File: src/rtl/hilo_mult_unit_if.sv
// Handshake and data bundle between the EX stage and the HI/LO multiply unit.
// The pipeline side drives requests and mthi/mtlo writes. The unit returns status and the architectural registers.
interface hilo_mult_unit_if #(
    parameter int WIDTH = 32
);
    logic             Start;
    logic [4:0]       ALUControl;
    logic [WIDTH-1:0] A;
    logic [WIDTH-1:0] B;
    logic             HiWrite;
    logic             LoWrite;
    logic [WIDTH-1:0] WrData;
    logic             Busy;
    logic             Done;
    logic [WIDTH-1:0] Hi;
    logic [WIDTH-1:0] Lo;
    logic [WIDTH-1:0] MulResult;

    modport master (
        output Start, ALUControl, A, B, HiWrite, LoWrite, WrData,
        input  Busy, Done, Hi, Lo, MulResult
    );

    modport slave (
        input  Start, ALUControl, A, B, HiWrite, LoWrite, WrData,
        output Busy, Done, Hi, Lo, MulResult
    );
endinterface

File: src/rtl/hilo_mult_unit.sv
// Multi-cycle radix-2 shift-add multiply/accumulate unit that owns the HI/LO pair.
// It handles MULT, MULTU, MUL, MADD and MSUB, and applies the sign fix-up in a final FIX cycle.
module hilo_mult_unit #(
    parameter int WIDTH = 32
) (
    input  logic             Clk,
    input  logic             Rst,
    hilo_mult_unit_if.slave  bus
);
    localparam int CW = $clog2(WIDTH + 1);

    localparam logic [4:0] OP_MULT  = 5'b00011;
    localparam logic [4:0] OP_MULTU = 5'b00100;
    localparam logic [4:0] OP_MUL   = 5'b10011;
    localparam logic [4:0] OP_MADD  = 5'b10100;
    localparam logic [4:0] OP_MSUB  = 5'b10101;

    typedef enum logic [1:0] {
        IDLE = 2'b00,
        CALC = 2'b01,
        FIX  = 2'b10
    } state_t;

    function automatic logic is_mult_op(input logic [4:0] code);
        case (code)
            OP_MULT, OP_MULTU, OP_MUL, OP_MADD, OP_MSUB: is_mult_op = 1'b1;
            default:                                     is_mult_op = 1'b0;
        endcase
    endfunction

    function automatic logic [WIDTH-1:0] magnitude(input logic [WIDTH-1:0] v);
        if (v[WIDTH-1]) begin
            magnitude = ~v + {{(WIDTH-1){1'b0}}, 1'b1};
        end else begin
            magnitude = v;
        end
    endfunction

    state_t             state_r,   state_s;
    logic [4:0]         op_r,      op_s;
    logic [2*WIDTH-1:0] mcand_r,   mcand_s;
    logic [WIDTH-1:0]   mplier_r,  mplier_s;
    logic               neg_r,     neg_s;
    logic [2*WIDTH-1:0] partial_r, partial_s;
    logic [CW-1:0]      cnt_r,     cnt_s;
    logic [WIDTH-1:0]   hi_r,      hi_s;
    logic [WIDTH-1:0]   lo_r,      lo_s;
    logic [WIDTH-1:0]   mulres_r,  mulres_s;
    logic               done_r,    done_s;
    logic               busy_r,    busy_s;
    logic [2*WIDTH-1:0] prod_s;
    logic [2*WIDTH-1:0] acc_s;

    // Next-state, datapath and HI/LO update decode.
    always_comb begin
        state_s   = state_r;
        op_s      = op_r;
        mcand_s   = mcand_r;
        mplier_s  = mplier_r;
        neg_s     = neg_r;
        partial_s = partial_r;
        cnt_s     = cnt_r;
        hi_s      = hi_r;
        lo_s      = lo_r;
        mulres_s  = mulres_r;
        done_s    = 1'b0;
        busy_s    = busy_r;
        acc_s     = {hi_r, lo_r};
        if (neg_r) begin
            prod_s = ~partial_r + {{(2*WIDTH-1){1'b0}}, 1'b1};
        end else begin
            prod_s = partial_r;
        end

        case (state_r)
            IDLE: begin
                // mthi/mtlo are only honoured here, so they land no later than E0.
                if (bus.HiWrite) begin
                    hi_s = bus.WrData;
                end else begin
                    hi_s = hi_r;
                end
                if (bus.LoWrite) begin
                    lo_s = bus.WrData;
                end else begin
                    lo_s = lo_r;
                end
                if (bus.Start && is_mult_op(bus.ALUControl)) begin
                    op_s = bus.ALUControl;
                    if (bus.ALUControl == OP_MULTU) begin
                        mcand_s  = {{WIDTH{1'b0}}, bus.A};
                        mplier_s = bus.B;
                        neg_s    = 1'b0;
                    end else begin
                        mcand_s  = {{WIDTH{1'b0}}, magnitude(bus.A)};
                        mplier_s = magnitude(bus.B);
                        neg_s    = bus.A[WIDTH-1] ^ bus.B[WIDTH-1];
                    end
                    partial_s = {(2*WIDTH){1'b0}};
                    cnt_s     = CW'(WIDTH);
                    state_s   = CALC;
                    busy_s    = 1'b1;
                end else begin
                    state_s = IDLE;
                    busy_s  = 1'b0;
                end
            end
            CALC: begin
                // Shifting the multiplicand left each step is equivalent to adding mcand << bit index.
                if (mplier_r[0]) begin
                    partial_s = partial_r + mcand_r;
                end else begin
                    partial_s = partial_r;
                end
                mcand_s  = mcand_r << 1;
                mplier_s = mplier_r >> 1;
                cnt_s    = cnt_r - CW'(1);
                if (cnt_r == CW'(1)) begin
                    state_s = FIX;
                end else begin
                    state_s = CALC;
                end
                busy_s = 1'b1;
            end
            FIX: begin
                case (op_r)
                    OP_MULT, OP_MULTU: {hi_s, lo_s} = prod_s;
                    OP_MADD:           {hi_s, lo_s} = acc_s + prod_s;
                    OP_MSUB:           {hi_s, lo_s} = acc_s - prod_s;
                    OP_MUL:            mulres_s     = prod_s[WIDTH-1:0];
                    default:           mulres_s     = mulres_r;
                endcase
                done_s  = 1'b1;
                busy_s  = 1'b0;
                state_s = IDLE;
            end
            default: begin
                state_s = IDLE;
                busy_s  = 1'b0;
            end
        endcase
    end

    // State and datapath registers; reset aborts any operation in flight.
    always_ff @(posedge Clk or negedge Rst) begin
        if (!Rst) begin
            state_r   <= IDLE;
            op_r      <= 5'b00000;
            mcand_r   <= {(2*WIDTH){1'b0}};
            mplier_r  <= {WIDTH{1'b0}};
            neg_r     <= 1'b0;
            partial_r <= {(2*WIDTH){1'b0}};
            cnt_r     <= {CW{1'b0}};
            hi_r      <= {WIDTH{1'b0}};
            lo_r      <= {WIDTH{1'b0}};
            mulres_r  <= {WIDTH{1'b0}};
            done_r    <= 1'b0;
            busy_r    <= 1'b0;
        end else begin
            state_r   <= state_s;
            op_r      <= op_s;
            mcand_r   <= mcand_s;
            mplier_r  <= mplier_s;
            neg_r     <= neg_s;
            partial_r <= partial_s;
            cnt_r     <= cnt_s;
            hi_r      <= hi_s;
            lo_r      <= lo_s;
            mulres_r  <= mulres_s;
            done_r    <= done_s;
            busy_r    <= busy_s;
        end
    end

    assign bus.Busy      = busy_r;
    assign bus.Done      = done_r;
    assign bus.Hi        = hi_r;
    assign bus.Lo        = lo_r;
    assign bus.MulResult = mulres_r;
endmodule

File: src/flat_wrapper.sv
// flat-port wrapper written by rule: the top's interface ports become plain ports
module hilo_mult_unit_flat 
#(
    parameter int WIDTH = 32
)
  (Clk, Rst, bus_Start, bus_ALUControl, bus_A, bus_B, bus_HiWrite, bus_LoWrite, bus_WrData, bus_Busy, bus_Done, bus_Hi, bus_Lo, bus_MulResult);
  hilo_mult_unit_if #(.WIDTH(WIDTH)) bus_i ();
  input  logic Clk;
  input  logic Rst;
  input wire logic [$bits(bus_i.Start)-1:0] bus_Start;
  input wire logic [$bits(bus_i.ALUControl)-1:0] bus_ALUControl;
  input wire logic [$bits(bus_i.A)-1:0] bus_A;
  input wire logic [$bits(bus_i.B)-1:0] bus_B;
  input wire logic [$bits(bus_i.HiWrite)-1:0] bus_HiWrite;
  input wire logic [$bits(bus_i.LoWrite)-1:0] bus_LoWrite;
  input wire logic [$bits(bus_i.WrData)-1:0] bus_WrData;
  output wire logic [$bits(bus_i.Busy)-1:0] bus_Busy;
  output wire logic [$bits(bus_i.Done)-1:0] bus_Done;
  output wire logic [$bits(bus_i.Hi)-1:0] bus_Hi;
  output wire logic [$bits(bus_i.Lo)-1:0] bus_Lo;
  output wire logic [$bits(bus_i.MulResult)-1:0] bus_MulResult;
  assign bus_i.Start = bus_Start;
  assign bus_i.ALUControl = bus_ALUControl;
  assign bus_i.A = bus_A;
  assign bus_i.B = bus_B;
  assign bus_i.HiWrite = bus_HiWrite;
  assign bus_i.LoWrite = bus_LoWrite;
  assign bus_i.WrData = bus_WrData;
  assign bus_Busy = bus_i.Busy;
  assign bus_Done = bus_i.Done;
  assign bus_Hi = bus_i.Hi;
  assign bus_Lo = bus_i.Lo;
  assign bus_MulResult = bus_i.MulResult;
  hilo_mult_unit #(.WIDTH(WIDTH)) u_core (.Clk(Clk), .Rst(Rst), .bus(bus_i));
endmodule
File: config.mk
export PLATFORM = sky130hd
export DESIGN_NAME = hilo_mult_unit_flat
export DESIGN_NICKNAME = d
export VERILOG_FILES = /design/src/rtl/hilo_mult_unit_if.sv /design/src/rtl/hilo_mult_unit.sv /design/src/flat_wrapper.sv
export SDC_FILE = /design/constraint.sdc
export NUM_CORES = 1
export LEC_CHECK = 0
export CAP_MARGIN = 10
export CORE_MARGIN = 2
export CORE_UTILIZATION = 65
export DETAILED_ROUTE_END_ITERATION = 7
export DONT_BUFFER_PORTS = 1
export PLACE_DENSITY = 0.92
export SLEW_MARGIN = 10
export SYNTH_ARGS = -nofsm -noshare
export SYNTH_HDL_FRONTEND = slang
export SYNTH_SLANG_ARGS = --single-unit
File: constraint.sdc
create_clock -name Clk -period 6.3 [get_ports Clk]
set_input_delay 1.89 -clock Clk [delete_from_list [all_inputs] [get_ports Clk]]
set_output_delay 1.89 -clock Clk [all_outputs]
set_load 0.02 [all_outputs]
==> run_1/pdn.png <==
Pins as bars on the die edge.
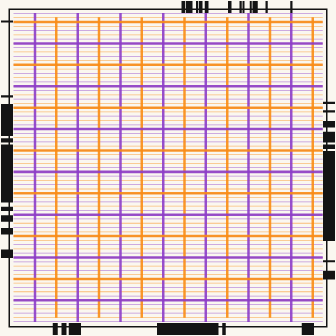
VDD -> orange
VSS -> purple
signal pins = 204
met1 rails = 73
met5 straps = 14
rows = 72
met4 straps = 14

==> run_1/cell_classes.png <==
Bar = 50 um.
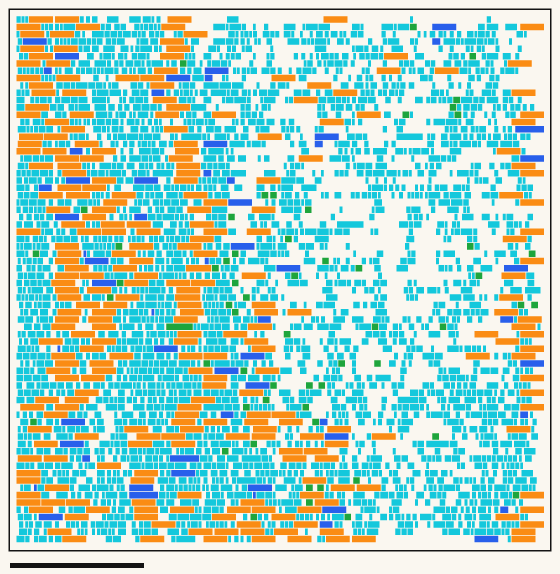
other buffers and delay cells -> green  # cells 58
clock drivers and dummy loads -> blue  # cells 58
flops -> orange  # cells 272
all other logic -> cyan  # cells 2,812
core box area: 38,470 um2
Seq area share: 25.38%
finished layout cell area: 26,820 um2
final core utilization: 69.73%
row cnt: 72

==> out/results.ini, run 1 <==
[final_layout]
layout_top_cell=o21ai_0
n_all_buffers=58
antenna-diode-count=4
layout_top_cells=382 x o21ai_0, 373 x nand2_1, 310 x a21oi_1
logic_area_um2=17210

[global_route]
grt-busiest-layer=met2
grt_util_all_layers_pct=43.90
antenna_found_initial=7
first_global_vias=24346

[synthesis]
async_flop_share_pct=100.0
synthSimpleGateAreaFrac_pct=18.50
syn_avg_cell_area_um2=7.707
synth_area_um2=25160
enable_flop_cells=0
top_area_cell=dfrtp_1
synthTopCellsByCount=385 x o21ai_0, 374 x nand2_1, 311 x a21oi_1, 272 x dfrtp_1, 215 x nor2_1
topCellsByArea=dfrtp_1 27%, ha_1 10%, o21ai_0 7.7%

[routing]
vias_per_cell=6.963
drt_iter0_drc=3327
wire_per_inst_um=24.54
dr.pass1.iters=6

[worst_setup_path]
required_ps=6780
arrival_ps=6580
path_class=reg2reg
regToRegSetupSlack_ps=200
cp-startpoint=u_core.partial_r[9]$_DFFE_PN0P_

[placement]
numPortBuffers=0
dp.cells=3658

[timing]
period_used_pct=96.87
slew_viol_final=0
setup_ws_ps=197.1
fmax_ghz=0.1639
slew_headroom_pct=14.12

[clock_network]
cts_setup_buffers=0
h-tree-depth=1

[floorplanning]
chipWidth_um=200.8
dieArea_um2=40300

[status]
outcome=finished, final reports clean

==> run_1/clock_map.png <==
Bar = 50 um.
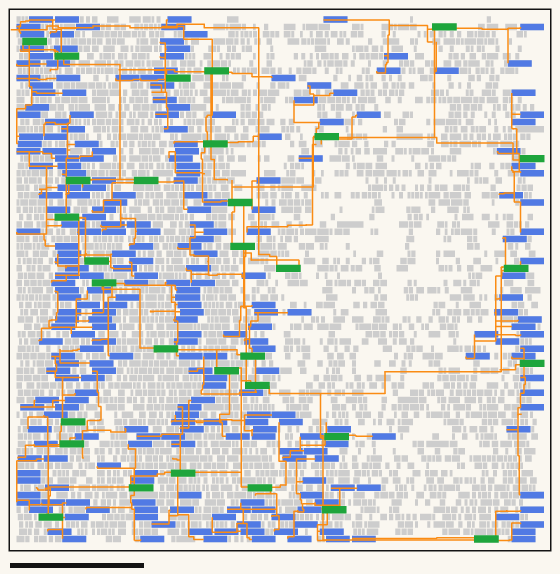
flip-flops -> blue  # count 272
clock wires -> orange  # length 4,020 um
cells driving clock nets -> green  # count 31
flops lie = spread over the die
Clock Skews: 34.56 ps
clk latency late pin: 610 ps

==> run 1 -> run 2 <==
--- a/config.mk
+++ b/config.mk
@@ -8,6 +8,7 @@
 export CAP_MARGIN = 10
 export CORE_MARGIN = 2
 export CORE_UTILIZATION = 65
+export CTS_CLUSTER_SIZE = 16
 export DETAILED_ROUTE_END_ITERATION = 7
 export DONT_BUFFER_PORTS = 1
 export PLACE_DENSITY = 0.92
==> run_2/cell_classes.png <==
Bar = 50 um.
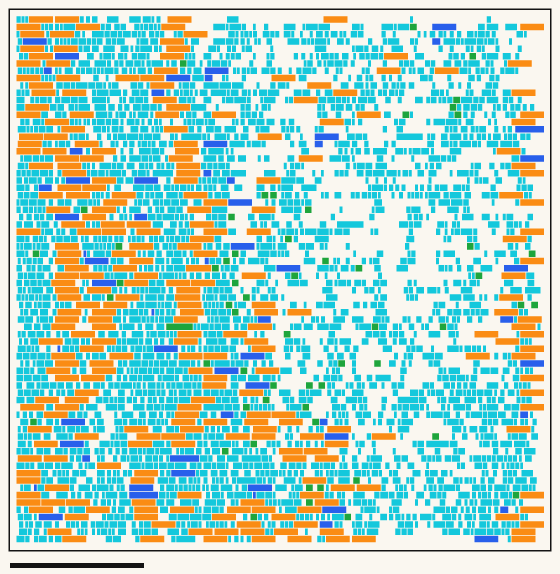

==> run_2/pdn.png <==
Pins as bars on the die edge.
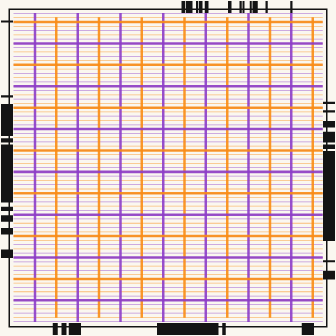
die height: 200.8 um
die width: 200.8 um

==> run_2/final_clocks.png <==
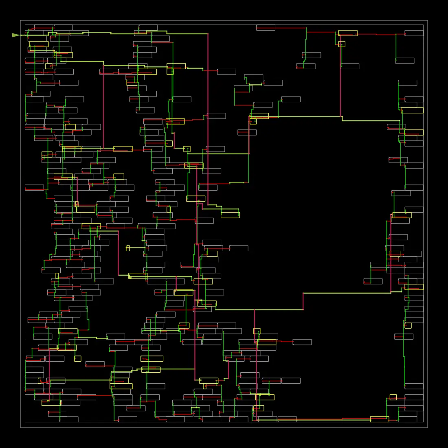
registers: 272
Clock Sink Count: 272

==> run 2 against run 1 <==
Wire length is the same. Clock skew unchanged. Synthesized cell count did not move. Hold slack did not move. Cell area unchanged. Via count stayed put. Die size unchanged. Sequential cell count unchanged. Worst setup slack is the same. Critical path type unchanged. Highest routed layer unchanged.
==> out/results.ini, run 2 <==
[clock_network]
cts_setup_buffers=0
clock_latency_ps=610
h-tree-depth=1

[status]
outcome=finished, final reports clean

[global_route]
grt-busiest-layer=met2
grt_overflow_total=0
antenna_found_initial=7
first_global_vias=24346

[final_layout]
final_area_um2=26820
antenna-diode-count=4
layout_top_cell=o21ai_0
seq_area_share_pct=25.38
n_all_buffers=58
layout_top_cells=382 x o21ai_0, 373 x nand2_1, 310 x a21oi_1

[routing]
drt_iter0_drc=3327
wire_per_inst_um=24.54

[worst_setup_path]
path_class=reg2reg
regToRegSetupSlack_ps=200
cp-startpoint=u_core.partial_r[9]$_DFFE_PN0P_
required_ps=6780

[synthesis]
async_flop_share_pct=100.0
enable_flop_cells=0
synth_area_um2=25160
syn_avg_cell_area_um2=7.707
synthTopCellsByCount=385 x o21ai_0, 374 x nand2_1, 311 x a21oi_1, 272 x dfrtp_1, 215 x nor2_1
topCellsByArea=dfrtp_1 27%, ha_1 10%, o21ai_0 7.7%
synthSimpleGateAreaFrac_pct=18.50

[floorplanning]
dieArea_um2=40300
rows=72
core_area_um2=38470

[timing]
skew_ps=34.56
period_used_pct=96.87
slew_headroom_pct=14.12
slew_viol_final=0
fmax_ghz=0.1639
setup_ws_ps=197.1

[run]
cap_violations=0

